### src/rtl/asconp_iter.sv
// Iterative Ascon permutation: a combinational UROL-round core (asconp) wrapped by a
// load/absorb -> run -> present controller that owns the 320-bit state register.
package asconp_config_pkg;
    // Rounds evaluated per clock; legal values 1, 2, 3, 4, 6.
    localparam int UROL = 1;

    // Word i of the Ascon state is element i (x0 in the low 64 bits).
    typedef logic [4:0][63:0] ascon_state_t;
endpackage

module asconp
    import asconp_config_pkg::*;
(
    input  logic [63:0] x0_i,
    input  logic [63:0] x1_i,
    input  logic [63:0] x2_i,
    input  logic [63:0] x3_i,
    input  logic [63:0] x4_i,
    input  logic [3:0]  round_cnt,
    output logic [63:0] x0_o,
    output logic [63:0] x1_o,
    output logic [63:0] x2_o,
    output logic [63:0] x3_o,
    output logic [63:0] x4_o
);
    localparam int ROT_A [5] = '{19, 61, 1, 10, 7};
    localparam int ROT_B [5] = '{28, 39, 6, 17, 41};

    function automatic logic [63:0] ror64(input logic [63:0] v, input int n);
        return (v >> n) | (v << (64 - n));
    endfunction

    // round_cnt counts remaining rounds, so round index = 12 - round_cnt.
    function automatic logic [7:0] round_const(input logic [3:0] rc);
        return {4'(rc + 4'd3), 4'(4'd12 - rc)};
    endfunction

    function automatic ascon_state_t ascon_round(input ascon_state_t s, input logic [7:0] rc);
        ascon_state_t x;
        ascon_state_t t;
        x    = s;
        x[2] = x[2] ^ {56'd0, rc};
        x[0] = x[0] ^ x[4];
        x[4] = x[4] ^ x[3];
        x[2] = x[2] ^ x[1];
        // Chi-style core of the 5-bit S-box, applied bit-sliced across all 64 columns.
        for (int i = 0; i < 5; i++) begin
            t[i] = x[i] ^ (~x[(i + 1) % 5] & x[(i + 2) % 5]);
        end
        t[1] = t[1] ^ t[0];
        t[0] = t[0] ^ t[4];
        t[3] = t[3] ^ t[2];
        t[2] = ~t[2];
        for (int i = 0; i < 5; i++) begin
            x[i] = t[i] ^ ror64(t[i], ROT_A[i]) ^ ror64(t[i], ROT_B[i]);
        end
        return x;
    endfunction

    ascon_state_t s;

    // NOTE: blocking assignments here are deliberate; each unrolled round must see the
    // previous round's result within the same evaluation, which <= would not provide.
    always_comb begin
        s = {x4_i, x3_i, x2_i, x1_i, x0_i};
        for (int r = 0; r < UROL; r++) begin
            s = ascon_round(s, round_const(round_cnt - 4'(r)));
        end
    end

    assign x0_o = s[0];
    assign x1_o = s[1];
    assign x2_o = s[2];
    assign x3_o = s[3];
    assign x4_o = s[4];
endmodule

module asconp_iter
    import asconp_config_pkg::*;
(
    input  logic          clk,
    input  logic          rst_n,
    asconp_iter_if.slave  bus
);
    typedef enum logic [1:0] {
        IDLE,
        RUN,
        DONE
    } fsm_t;

    function automatic logic [15:0] legal_mask();
        logic [15:0] m;
        for (int r = 0; r < 16; r++) begin
            m[r] = (r >= 1) && (r <= 12) && ((r % UROL) == 0);
        end
        return m;
    endfunction

    localparam logic [15:0] LEGAL_ROUNDS = legal_mask();
    localparam logic [3:0]  STEP         = 4'(UROL);

    fsm_t         fsm;
    ascon_state_t state;
    ascon_state_t perm;
    ascon_state_t in_word;
    logic [3:0]   round_cnt;
    logic         in_ready_q;
    logic         out_valid_q;
    logic         err_q;

    assign in_word = {bus.in_x4, bus.in_x3, bus.in_x2, bus.in_x1, bus.in_x0};

    asconp u_core (
        .x0_i      (state[0]),
        .x1_i      (state[1]),
        .x2_i      (state[2]),
        .x3_i      (state[3]),
        .x4_i      (state[4]),
        .round_cnt (round_cnt),
        .x0_o      (perm[0]),
        .x1_o      (perm[1]),
        .x2_o      (perm[2]),
        .x3_o      (perm[3]),
        .x4_o      (perm[4])
    );

    // Handshake outputs are registered alongside the state so they depend on FSM state only.
    always_ff @(posedge clk) begin
        if (!rst_n) begin
            fsm         <= IDLE;
            // NOTE: the state register is cleared on reset because out_x* are architecturally
            // visible and must read zero after reset, not whatever was left mid-permutation.
            state       <= '0;
            round_cnt   <= '0;
            in_ready_q  <= 1'b1;
            out_valid_q <= 1'b0;
            err_q       <= 1'b0;
        end else begin
            err_q <= 1'b0;
            unique case (fsm)
                IDLE: begin
                    if (bus.in_valid) begin
                        if (LEGAL_ROUNDS[bus.in_rounds]) begin
                            state      <= bus.in_mode ? (state ^ in_word) : in_word;
                            round_cnt  <= bus.in_rounds;
                            in_ready_q <= 1'b0;
                            fsm        <= RUN;
                        end else begin
                            err_q <= 1'b1;
                        end
                    end
                end
                RUN: begin
                    state     <= perm;
                    round_cnt <= round_cnt - STEP;
                    if (round_cnt == STEP) begin
                        out_valid_q <= 1'b1;
                        fsm         <= DONE;
                    end
                end
                DONE: begin
                    if (bus.out_ready) begin
                        out_valid_q <= 1'b0;
                        in_ready_q  <= 1'b1;
                        fsm         <= IDLE;
                    end
                end
                default: begin
                    fsm         <= IDLE;
                    in_ready_q  <= 1'b1;
                    out_valid_q <= 1'b0;
                end
            endcase
        end
    end

    assign bus.in_ready  = in_ready_q;
    assign bus.out_valid = out_valid_q;
    assign bus.err       = err_q;
    assign bus.out_x0    = state[0];
    assign bus.out_x1    = state[1];
    assign bus.out_x2    = state[2];
    assign bus.out_x3    = state[3];
    assign bus.out_x4    = state[4];
endmodule
### src/rtl/asconp_iter_if.sv
// Request/response bundle between an Ascon permutation client and asconp_iter.
// The master drives requests and output acceptance; the slave is the round controller.
interface asconp_iter_if;
    logic        in_valid;
    logic        in_ready;
    logic        in_mode;
    logic [3:0]  in_rounds;
    logic [63:0] in_x0;
    logic [63:0] in_x1;
    logic [63:0] in_x2;
    logic [63:0] in_x3;
    logic [63:0] in_x4;
    logic        out_valid;
    logic        out_ready;
    logic [63:0] out_x0;
    logic [63:0] out_x1;
    logic [63:0] out_x2;
    logic [63:0] out_x3;
    logic [63:0] out_x4;
    logic        err;

    modport master (
        output in_valid, in_mode, in_rounds, in_x0, in_x1, in_x2, in_x3, in_x4, out_ready,
        input  in_ready, out_valid, out_x0, out_x1, out_x2, out_x3, out_x4, err
    );

    modport slave (
        input  in_valid, in_mode, in_rounds, in_x0, in_x1, in_x2, in_x3, in_x4, out_ready,
        output in_ready, out_valid, out_x0, out_x1, out_x2, out_x3, out_x4, err
    );
endinterface

### src/flat_wrapper.sv
// flat-port wrapper written by rule: the top's interface ports become plain ports
module asconp_iter_flat import asconp_config_pkg::*;
  (clk, rst_n, bus_in_valid, bus_in_mode, bus_in_rounds, bus_in_x0, bus_in_x1, bus_in_x2, bus_in_x3, bus_in_x4, bus_out_ready, bus_in_ready, bus_out_valid, bus_out_x0, bus_out_x1, bus_out_x2, bus_out_x3, bus_out_x4, bus_err);
  asconp_iter_if bus_i ();
  input  logic clk;
  input  logic rst_n;
  input wire logic [$bits(bus_i.in_valid)-1:0] bus_in_valid;
  input wire logic [$bits(bus_i.in_mode)-1:0] bus_in_mode;
  input wire logic [$bits(bus_i.in_rounds)-1:0] bus_in_rounds;
  input wire logic [$bits(bus_i.in_x0)-1:0] bus_in_x0;
  input wire logic [$bits(bus_i.in_x1)-1:0] bus_in_x1;
  input wire logic [$bits(bus_i.in_x2)-1:0] bus_in_x2;
  input wire logic [$bits(bus_i.in_x3)-1:0] bus_in_x3;
  input wire logic [$bits(bus_i.in_x4)-1:0] bus_in_x4;
  input wire logic [$bits(bus_i.out_ready)-1:0] bus_out_ready;
  output wire logic [$bits(bus_i.in_ready)-1:0] bus_in_ready;
  output wire logic [$bits(bus_i.out_valid)-1:0] bus_out_valid;
  output wire logic [$bits(bus_i.out_x0)-1:0] bus_out_x0;
  output wire logic [$bits(bus_i.out_x1)-1:0] bus_out_x1;
  output wire logic [$bits(bus_i.out_x2)-1:0] bus_out_x2;
  output wire logic [$bits(bus_i.out_x3)-1:0] bus_out_x3;
  output wire logic [$bits(bus_i.out_x4)-1:0] bus_out_x4;
  output wire logic [$bits(bus_i.err)-1:0] bus_err;
  assign bus_i.in_valid = bus_in_valid;
  assign bus_i.in_mode = bus_in_mode;
  assign bus_i.in_rounds = bus_in_rounds;
  assign bus_i.in_x0 = bus_in_x0;
  assign bus_i.in_x1 = bus_in_x1;
  assign bus_i.in_x2 = bus_in_x2;
  assign bus_i.in_x3 = bus_in_x3;
  assign bus_i.in_x4 = bus_in_x4;
  assign bus_i.out_ready = bus_out_ready;
  assign bus_in_ready = bus_i.in_ready;
  assign bus_out_valid = bus_i.out_valid;
  assign bus_out_x0 = bus_i.out_x0;
  assign bus_out_x1 = bus_i.out_x1;
  assign bus_out_x2 = bus_i.out_x2;
  assign bus_out_x3 = bus_i.out_x3;
  assign bus_out_x4 = bus_i.out_x4;
  assign bus_err = bus_i.err;
  asconp_iter u_core (.clk(clk), .rst_n(rst_n), .bus(bus_i));
endmodule
### config.mk
export PLATFORM = sky130hd
export DESIGN_NAME = asconp_iter_flat
export DESIGN_NICKNAME = d
export VERILOG_FILES = /design/src/rtl/asconp_iter.sv /design/src/rtl/asconp_iter_if.sv /design/src/flat_wrapper.sv
export SDC_FILE = /design/constraint.sdc
export NUM_CORES = 2
export LEC_CHECK = 0
export CAP_MARGIN = 20
export CORE_MARGIN = 2
export CORE_UTILIZATION = 54
export DETAILED_ROUTE_END_ITERATION = 6
export HOLD_SLACK_MARGIN = 0.06
export PLACE_DENSITY = 0.84
export SLEW_MARGIN = 20
export SYNTH_ARGS = -nofsm -noshare
export SYNTH_HDL_FRONTEND = slang
export SYNTH_SLANG_ARGS = --single-unit
### constraint.sdc
create_clock -name clk -period 3.2 [get_ports clk]
set_input_delay 0.64 -clock clk [delete_from_list [all_inputs] [get_ports clk]]
set_output_delay 0.64 -clock clk [all_outputs]
set_load 0.02 [all_outputs]
Port wiring:
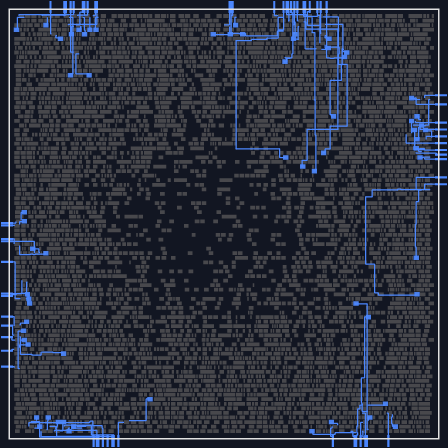
- blue: bus_in_x3 (bits 64; direction input; edge 26 north, 15 south, 12 west, 11 east; end cells 64; wire 2490 microns)
top-level I/O count: 652
total of buffers placed on input and output ports: 651

Signal wires on met3:
Scale bar: 100 microns.
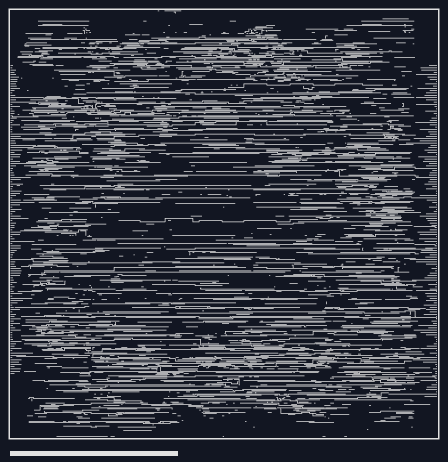
- longest straight run: 168 microns
- share of all routed wire: 15%
- main direction: horizontal
- nets with wire on the layer: 1158
GR met3 Demand/Resource: 17.00%
overall routed net length: 182500 microns

Cell outlines without signal wires:
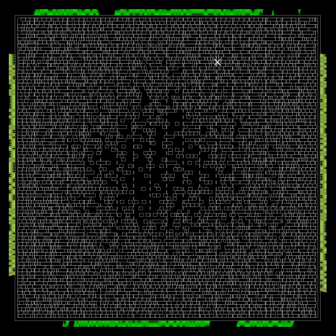
Seq Cell Count: 329
placeable core region: 0.06274 sq mm
final core utilization: 72.21%
register fraction of the total cell area: 14.56%
filler instances: 4788

==> flow report <==
================================================================================
Final period demand of the worst path                                    3064 ps
Avg Cell Area, Syn                                                   8.035 sq um
Synth Instances                                                             4240
Final routed DRC violation total                                               7
Fraction of post-synthesis cell area in the top cell type by area         25.35%
Kind of critical path                                                 reg -> reg
Area of the chip                                                    0.06512 sq mm
Buffers, non-clock                                                          1040
Worst Hold Path EP                                                  u_core.bus.out_valid$_SDFFE_PN0P_
Area delta synth->final                                                   32.97%
Die width                                                           255.2 microns
Overall via count from detail_route                                        38950
Floorplan die height                                                255.2 microns
RSZ-0062 raised after global routing                                       false
Number of CTS-inserted buffers                                                41
Result of the run                                                   complete, but fails checks
Multiplexer fraction of the synthesized cell area                        0.1873%
Nets                                                                        5526
Remaining Overflow, GRT                                                        0
Number of cells upsized or downsized after cts                                 0
Non-clock buffer share                                                    21.51%
Sequential fraction of the synthesis area                                 19.33%
Cells traversed along the worst timing path                         inv_1 -> ha_1 -> xor3_1 -> inv_1 -> ha_1 -> xnor2_1 -> xnor2_1 -> buf_4 -> xnor3_1 -> nor2_1 -> o311a_1
Highest fanout seen on the critical path                                       5
Number of warnings in the stage logs                                          46
Dominant combinational cell family by area after synthesis          XOR/XNOR gates
Violated checks                                                     design-rule violations
Core Rows                                                                     92
Post-CTS setup buffers                                                         0
Yosys warning count                                                            0
Worst min-delay path startpoint                                     u_core.bus.out_valid$_SDFFE_PN0P_
Crit start category                                                     register
================================================================================
==> routing by layer <==
| layer | share of wire [%] | vias to the layer above | track usage (%) |
|---|---|---|---|
| met1 | 35 | 18330 | 65.78 |
| met3 | 15 | 909 | 17.00 |
| met5 | 0.041 | - | 0 |
| met4 | 9.4 | 10 | 39.21 |
| li1 | - | 16290 | - |
| met2 | 41 | 3417 | 79.99 |
==> per-stage QoR <==
stage	util, %	std cells	worst slack (ps)	area [sq um]
2_1_floorplan	-	4240	543.9	34070
3_3_place_gp	69.87	5869	264.7	43840
3_5_place_dp	69.87	5869	192.8	43840
4_1_cts	72.18	5940	213.5	45280
5_1_grt	72.18	5941	88.01	45280
6_report	72.21	5948	135.5	45300
